==> config.mk <==
export PLATFORM = sky130hd
export DESIGN_NAME = register_file_mp
export DESIGN_NICKNAME = d
export VERILOG_FILES = /design/src/rtl/register_file_mp.sv
export SDC_FILE = /design/constraint.sdc
export NUM_CORES = 2
export LEC_CHECK = 0
export CORE_ASPECT_RATIO = 1.25
export CORE_MARGIN = 5
export CORE_UTILIZATION = 45
export CTS_CLUSTER_DIAMETER = 60
export DETAILED_ROUTE_END_ITERATION = 8
export GPL_ROUTABILITY_DRIVEN = 1
export GPL_TIMING_DRIVEN = 0
export PLACE_DENSITY = 0.66
export REMOVE_ABC_BUFFERS = 1
export SYNTH_ARGS = -nofsm -noshare
export SYNTH_HDL_FRONTEND = slang
export SYNTH_SLANG_ARGS = --single-unit
==> constraint.sdc <==
create_clock -name clk -period 4.3 [get_ports clk]
set_input_delay 0.43 -clock clk [delete_from_list [all_inputs] [get_ports clk]]
set_output_delay 0.43 -clock clk [all_outputs]
set_load 0.01 [all_outputs]
==> src/rtl/register_file_mp.sv <==
// Parametrised multi-read-port register file with a hardwired zero register,
// write-to-read bypass, optional registered reads and a sequential bulk-clear engine.
module register_file_mp #(
  parameter int WIDTH    = 32,
  parameter int DEPTH    = 32,
  parameter int NREAD    = 2,
  parameter int ZERO_REG = 1,
  parameter int BYPASS   = 1,
  parameter int REG_READ = 0
) (
  input  logic                             clk,
  input  logic                             rst,
  input  logic                             RegWrite,
  input  logic [$clog2(DEPTH)-1:0]         write_address,
  input  logic [WIDTH-1:0]                 write_data,
  input  logic [NREAD*$clog2(DEPTH)-1:0]   read_address,
  output logic [NREAD*WIDTH-1:0]           read_data,
  input  logic                             clear_req,
  output logic                             clear_busy,
  output logic                             clear_done
);

  localparam int AW = $clog2(DEPTH);

  typedef enum logic {IDLE, CLEAR} state_t;

  state_t           state;
  logic [AW-1:0]    cnt;
  logic [WIDTH-1:0] mem [DEPTH];
  logic             wr_en;

  assign wr_en = RegWrite && !clear_busy &&
                 !((ZERO_REG != 0) && (write_address == '0));

  // Clear engine: one register zeroed per cycle, stops on the last index without wrapping.
  always_ff @(posedge clk or negedge rst) begin
    if (!rst) begin
      state      <= IDLE;
      cnt        <= '0;
      clear_busy <= 1'b0;
      clear_done <= 1'b0;
    end else begin
      clear_done <= 1'b0;
      case (state)
        IDLE: begin
          if (clear_req) begin
            state      <= CLEAR;
            cnt        <= '0;
            clear_busy <= 1'b1;
          end
        end
        CLEAR: begin
          if (cnt == AW'(DEPTH - 1)) begin
            state      <= IDLE;
            clear_busy <= 1'b0;
            clear_done <= 1'b1;
          end else begin
            cnt <= cnt + 1'b1;
          end
        end
      endcase
    end
  end

  always_ff @(posedge clk or negedge rst) begin
    if (!rst) begin
      for (int i = 0; i < DEPTH; i++) begin
        mem[i] <= '0;
      end
    end else if (state == CLEAR) begin
      mem[cnt] <= '0;
    end else if (wr_en) begin
      mem[write_address] <= write_data;
    end
  end

  for (genvar p = 0; p < NREAD; p++) begin : g_read
    logic [AW-1:0]    addr;
    logic [WIDTH-1:0] value;

    assign addr = read_address[p*AW +: AW];

    always_comb begin
      if ((ZERO_REG != 0) && (addr == '0)) begin
        value = '0;
      end else if ((BYPASS != 0) && wr_en && (write_address == addr)) begin
        value = write_data;
      end else begin
        value = mem[addr];
      end
    end

    if (REG_READ != 0) begin : g_reg
      logic [WIDTH-1:0] q;

      always_ff @(posedge clk or negedge rst) begin
        if (!rst) begin
          q <= '0;
        end else begin
          q <= value;
        end
      end

      assign read_data[p*WIDTH +: WIDTH] = q;
    end else begin : g_comb
      assign read_data[p*WIDTH +: WIDTH] = value;
    end
  end

endmodule

### Wires at chosen ports, followed through buffers

The bar under the picture is 100 um long.
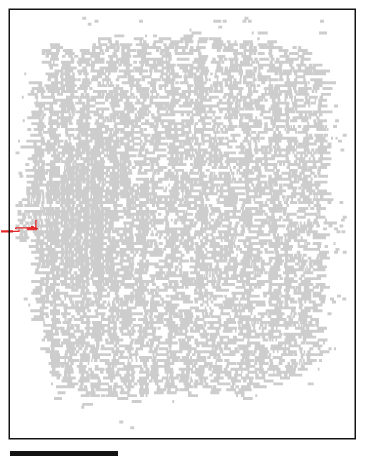
Red marks clear_busy, bits 1, direction output, end cells 1, buffers 1, wire 43.7 um.

==> flow_summary.toml <==
# implementation run metrics
[run_status]
status = "complete, but fails checks"
violations = "capacitance limit, slew limit, setup timing"

[yosys]
synth.avg_cell_area_sq_um = 12.6
synth-edff-count = 0
yosys.stat.seqShare_pct = 47.6
ff_type = "dfrtp_1"
ys_sh_mux_pct = 20.2
synth-adder-area-share_pct = 0.115
synth_cell_types = 64
async_reset_ff_share_pct = 100
logic_family = "AND-OR/OR-AND gates"
ys_cells = 4315
synth_chip_area_sq_mm = 0.0542

[timing]
period_minus_slack_ns = 4.36
setup_viol = 2
drv_slew = 34
finalSetupTns_ns = -0.0651
grt_setup_unrepaired = "yes"
hold_ws_ns = 0.391
finalWorstSetupSlack_ns = -0.0638

[cts]
clockRootBuffer = "clkbuf_16"
htreeDepth = 3
cts_tree = "built"

[drt]
first_pass_iters = 6
wl_um = 223000
avgViaCountPerCell = 7.68
drt_iter0_drc = 6480

[final_layout]
area_growth_syn_to_layout_pct = 16.1
fill_cells = 9946

[global_routing]
grt_remaining_overflow = 0
grt_pass1_wl_um = 320000
grt_usage_pct = 34.0

[power]
pwr-share-comb_pct = 19.8
leakage_nw = 27.7
p_int_w = 0.0178
clockPowerShare_pct = 38.2

[run]
cap_viol_max_count = 2

[floorplanning]
core_area_sq_mm = 0.120
dieArea_sq_mm = 0.128

[worst_setup_path]
crit_required_ns = 3.87
arrival_ns = 3.93
path_buffers = 3
worstPathCellList = "buf_4, nand2_1, nor2_2, buf_16, a22o_1, a221oi_1, o311a_1, nor2_1, clkdlybuf4s50_1"
cp_max_fo = 40
r2r_setup_slack_ns = 0.68

[placed_design]
numPortBuffers = 116
### Routing congestion map

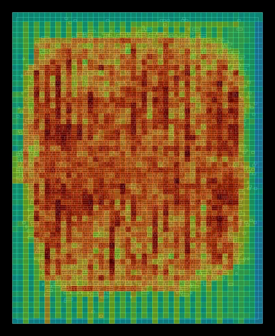
Routed wire per std cell: 38.4 um
met2 Use GR: 49.5%
met3 Use GR: 9.82%
M1 GR Usage: 44.0%
fin util: 52.6%

-- final timing paths --
check | depth (start not counted) | start | to
max | 9 | read_address[8] | read_data[32]
max reg2reg | 7 | state | mem[24]
max in group asynchronous | 4 | rst | mem[127]
min in group clk | 2 | write_data[4] | mem[708]
min reg2reg | 1 | mem[688] | mem[688]
min | 2 | rst | mem[507]
-- synth_stat cells (11+ instances only) --
library cell	instances	area share, %
dfrtp_1	1032	48
a22o_1	1009	16
clkbuf_1	393	2.7
mux2i_1	372	6.9
mux4_2	317	13
nand2_1	152	1.1
a21oi_1	123	1.1
o21ai_0	85	0.78
nor2_1	74	0.51
a22oi_1	72	1.0
buf_2	72	0.66
o22ai_1	66	0.76
a221oi_1	58	0.94
nand3_1	48	0.44
and2_1	40	0.46
buf_1	40	0.28
buf_4	34	0.47
nor2b_1	32	0.37
nor3_1	32	0.30
a221o_1	29	0.54
a211oi_1	25	0.35
o2111ai_1	16	0.26
o31ai_1	12	0.17
xnor2_1	12	0.19
nor4b_1	11	0.18
o211ai_1	11	0.15
-- what timing repair did --
item / in CTS / in global routing
pin swaps: 6 / 2
endpoints found under the setup margin: 64 / 28
gates resized: 49 / 19
hold buffers: 1 / 0
setup buffers: 10 / 0
endpoints found under the hold margin: 132 / 0
gates cloned: 10 / 2
-- stage by stage --
stage	std cells	area [sq um]	power (W)	util, %
after floorplan	3768	51900	0.0128	-
after global placement	5468	55000	0.0156	45.9
after detailed placement	5591	58600	0.0157	48.9
after CTS	5807	62900	0.0255	52.5
after global routing	5811	62900	0.0262	52.6
final	5813	62900	0.0257	52.6
-- final cells by class --
class	instances	share of cell area (%)
clock inverters	38	0.769
repair buffers	262	7.11
flip-flops and latches	1032	41.0
diodes	4	0.0159
well taps	1584	3.15
clock buffers	157	5.02
multi-input cells	2723	42.8
inverters	13	0.0934
-- cells by family (layout without fill, tap and decap cells) --
| logic type | Yosys count | in the layout |
|---|---|---|
| buffers and inverters | 560 | 470 |
| AND-OR/OR-AND | 1565 | 1565 |
| XOR/XNOR | 13 | 13 |
| AND/OR/NAND/NOR | 442 | 442 |
| other | 0 | 4 |
| adder cells (fa/ha/maj) | 5 | 5 |
| flip-flops | 1032 | 1032 |
| multiplexers | 698 | 698 |
-- sequential cells by signal, indices dropped and copies added (netlist names) --
register    count
clear_done      1
state           1
mem          1024
clear_busy      1
cnt             5
-- power groups by stage --
stage | clock [W] | combinational [W] | sequential [W]
2_1_floorplan | 0 | 0.00202 | 0.0108
3_3_place_gp | 0 | 0.00462 | 0.0110
3_5_place_dp | 0 | 0.00478 | 0.0109
4_1_cts | 0.00981 | 0.00489 | 0.0108
5_1_grt | 0.0102 | 0.00518 | 0.0109
6_report | 0.00980 | 0.00507 | 0.0108
-- metal layers --
layer | global-route usage [%] | vias up | share of wire [%]
met5 | 0 | - | 0.0049
met4 | 23.6 | 2 | 8.8
met3 | 9.82 | 983 | 13
met2 | 49.5 | 3791 | 43
met1 | 44.0 | 23022 | 35
li1 | - | 16861 | -
Power is estimated from default activity; no workload was simulated.
